`src/rtl/uart_rx_bit_timer.sv`:
```
// Oversampling bit timer for the UART receiver: edge/bit counters, mid-bit majority-vote
// strobes and bit/frame completion pulses for a configurable frame geometry.
//
// state | meaning
// IDLE  | waiting for enable; config inputs are sampled on exit
// RUN   | counting edges and bits with the latched config
// ERR   | illegal config seen at enable; counters held at 0, cfg_err high
module uart_rx_bit_timer #(
  parameter int PRESC_W = 6,
  parameter int DATA_W  = 8,
  parameter int CNT_W   = 4
) (
  input  logic               CLK,
  input  logic               RST,
  input  logic [PRESC_W-1:0] Prescale,
  input  logic [CNT_W-1:0]   DATA_LEN,
  input  logic               PAR_EN,
  input  logic               STOP2,
  input  logic               enable,
  output logic [PRESC_W-1:0] edge_cnt,
  output logic [CNT_W-1:0]   bit_cnt,
  output logic [2:0]         sample_stb,
  output logic               bit_done,
  output logic               frame_done,
  output logic               cfg_err
);

  typedef enum logic [1:0] {IDLE, RUN, ERR} state_t;

  state_t             state, state_n;
  logic [PRESC_W-1:0] p_q;
  logic [CNT_W-1:0]   l_q;
  logic               pe_q, s2_q;
  logic [PRESC_W-1:0] edge_n;
  logic [CNT_W-1:0]   bit_n;
  logic [PRESC_W-1:0] mid;
  logic [CNT_W-1:0]   frame_len;
  logic               cfg_ok, running, last_edge, last_bit;

  assign cfg_ok = (Prescale >= PRESC_W'(4)) &&
                  (DATA_LEN >= CNT_W'(5)) &&
                  (DATA_LEN <= CNT_W'(DATA_W));

  assign running   = (state == RUN);
  assign mid       = p_q >> 1;
  assign frame_len = CNT_W'(2) + l_q + CNT_W'(pe_q) + CNT_W'(s2_q);
  assign last_edge = (edge_cnt == p_q - PRESC_W'(1));
  assign last_bit  = (bit_cnt == frame_len - CNT_W'(1));

  always_comb begin
    state_n = state;
    case (state)
      IDLE:    if (enable) state_n = cfg_ok ? RUN : ERR;
      RUN:     if (!enable) state_n = IDLE;
      ERR:     if (!enable) state_n = IDLE;
      default: state_n = IDLE;
    endcase
  end

  // Counters only advance while staying in RUN; every other path clears them.
  always_comb begin
    edge_n = '0;
    bit_n  = '0;
    if (running && enable) begin
      if (last_edge) begin
        bit_n = last_bit ? '0 : bit_cnt + CNT_W'(1);
      end else begin
        edge_n = edge_cnt + PRESC_W'(1);
        bit_n  = bit_cnt;
      end
    end
  end

  always_ff @(posedge CLK or posedge RST) begin
    if (RST) begin
      state    <= IDLE;
      edge_cnt <= '0;
      bit_cnt  <= '0;
      p_q      <= '0;
      l_q      <= '0;
      pe_q     <= 1'b0;
      s2_q     <= 1'b0;
    end else begin
      state    <= state_n;
      edge_cnt <= edge_n;
      bit_cnt  <= bit_n;
      if (state == IDLE && enable) begin
        p_q  <= Prescale;
        l_q  <= DATA_LEN;
        pe_q <= PAR_EN;
        s2_q <= STOP2;
      end
    end
  end

  always_comb begin
    sample_stb[0] = running && (edge_cnt == mid - PRESC_W'(1));
    sample_stb[1] = running && (edge_cnt == mid);
    sample_stb[2] = running && (edge_cnt == mid + PRESC_W'(1));
    bit_done      = running && last_edge;
    frame_done    = bit_done && last_bit;
    cfg_err       = (state == ERR);
  end

endmodule

```
`config.mk`:
```
export PLATFORM = sky130hd
export DESIGN_NAME = uart_rx_bit_timer
export DESIGN_NICKNAME = d
export VERILOG_FILES = /design/src/rtl/uart_rx_bit_timer.sv
export SDC_FILE = /design/constraint.sdc
export NUM_CORES = 1
export LEC_CHECK = 0
export CORE_MARGIN = 2
export CORE_UTILIZATION = 53
export DETAILED_ROUTE_END_ITERATION = 8
export PLACE_DENSITY = 0.79
export SYNTH_ARGS = -nofsm -noshare
export SYNTH_HDL_FRONTEND = slang
export SYNTH_SLANG_ARGS = --single-unit
```
`constraint.sdc`:
```
create_clock -name CLK -period 3.3 [get_ports CLK]
set_clock_uncertainty 0.05 [all_clocks]
set_input_delay 0.66 -clock CLK [delete_from_list [all_inputs] [get_ports CLK]]
set_output_delay 0.66 -clock CLK [all_outputs]
set_load 0.05 [all_outputs]
```
==> results.toml <==
# yosys + openroad results
[job]
tool_warnings = 30
drv_cap = 0

[synthesis]
yosysTopAreaCell = "dfrtp_1"
ys_cells = 186
ys_types = 55
postSynthSeqShare = 0.3196
synth_nets = 214

[worst_setup_path]
crit_path_end = "frame_done"
arrival_ns = 2.45
start_kind = "register"
worstPathRequired_ns = 2.59
rr_endpoint = "bit_cnt[3]$_DFFE_PP0P_"
crit_path_cell_trace = "inv_1 > ha_1 > inv_1 > ha_4 > fa_1 > xor2_1 > nor2_1 > nand4b_1 > and2b_1 > buf_12"
slowest_stage = "fa_1"
crit_type = "reg2out"
path_common_cell = "inv_1"
path_max_fanout = 2
cp_top_family = "adder cells"

[layout]
fillers = 280
layout-drive-gt1-share = 0.1963
final_cell_mix = "clkdlybuf4s50_1, dfrtp_1, xor2_1"
reg_top3 = "edge_cnt: 6 flops, p_q: 6 flops"

[worst_hold_path]
min_path_cells = 1
hold_path_end = "s2_q$_DFFE_PP0P_"

[clocking]
cts.sinks = 24

[route]
via_per_inst = 5.623
ant_nets = 0

[grt]
antenna_found_initial = 0
grt_max_degree = 25

[run_status]
status = "finished clean"

[power_and_ir_drop]
p_total_mw = 1.756
top_power_group = "combinational cells"
comb-power_mw = 1.09
powerDensity_mw_per_mm2 = 762.4
switching_share = 0.4483

[final_timing]
hold_viol = 0
worst_pin_slew_ns = 0.9185

[placement]
hpwlAfterDp_mm = 3.148

[floorplan]
die_h_um = 63.55
die_w_um = 63.55
dieArea_mm2 = 0.004038
fp.coreArea_mm2 = 0.003363
==> cell type report <==
class,count,share of cell area
clock buffers,4,0.01575
inverters,11,0.01793
multi-input cells,144,0.5280
flip-flops and latches,24,0.2613
well taps,46,0.02499
repair buffers,36,0.1521
==> cells by family after synthesis <==
| family | count (synthesis) | share of synthesized area |
|---|---|---|
| AND-OR/OR-AND | 31 | 0.1278 |
| XOR/XNOR | 27 | 0.1298 |
| adder cells (fa/ha/maj) | 13 | 0.09054 |
| buffers and inverters | 18 | 0.04793 |
| flip-flops | 24 | 0.3196 |
| multiplexers | 15 | 0.08788 |
| AND/OR/NAND/NOR | 58 | 0.1964 |
==> layer usage <==
layer,routed length [um],global-route usage
met4,0,0.03804
met2,2100,0.3763
met3,68,0.02143
met1,1870,0.2805
met5,0,0
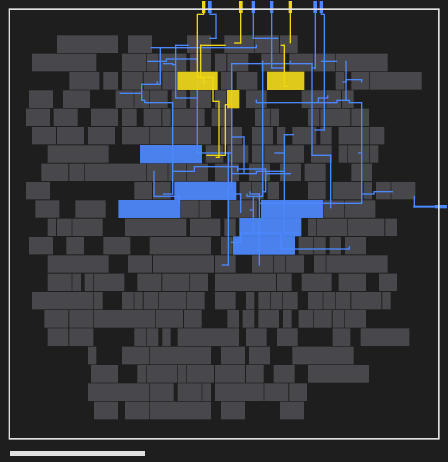
port_nets.png
The bar under the picture is 20 um long.
sample_stb -> yellow  # direction output, edge north, end cells 3, wire 64.1 um
edge_cnt -> blue  # direction output, edge 5 north, 1 east, end cells 6, wire 418 um

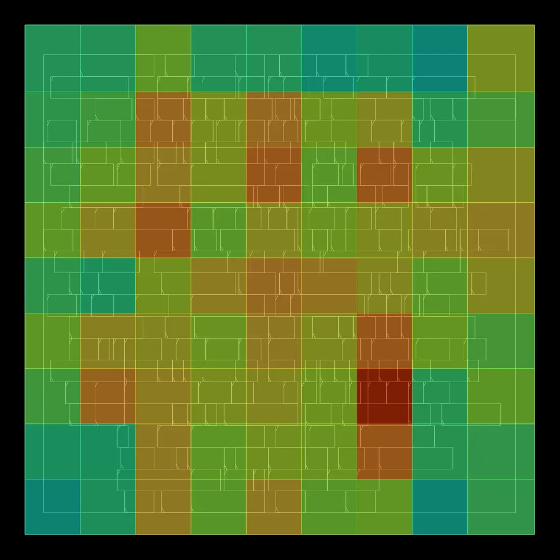
final_congestion.png
met1 usage: 0.2805
final core occ: 0.6849
Routed WL per cell: 15.24 um
GRT met2 Usage: 0.3763

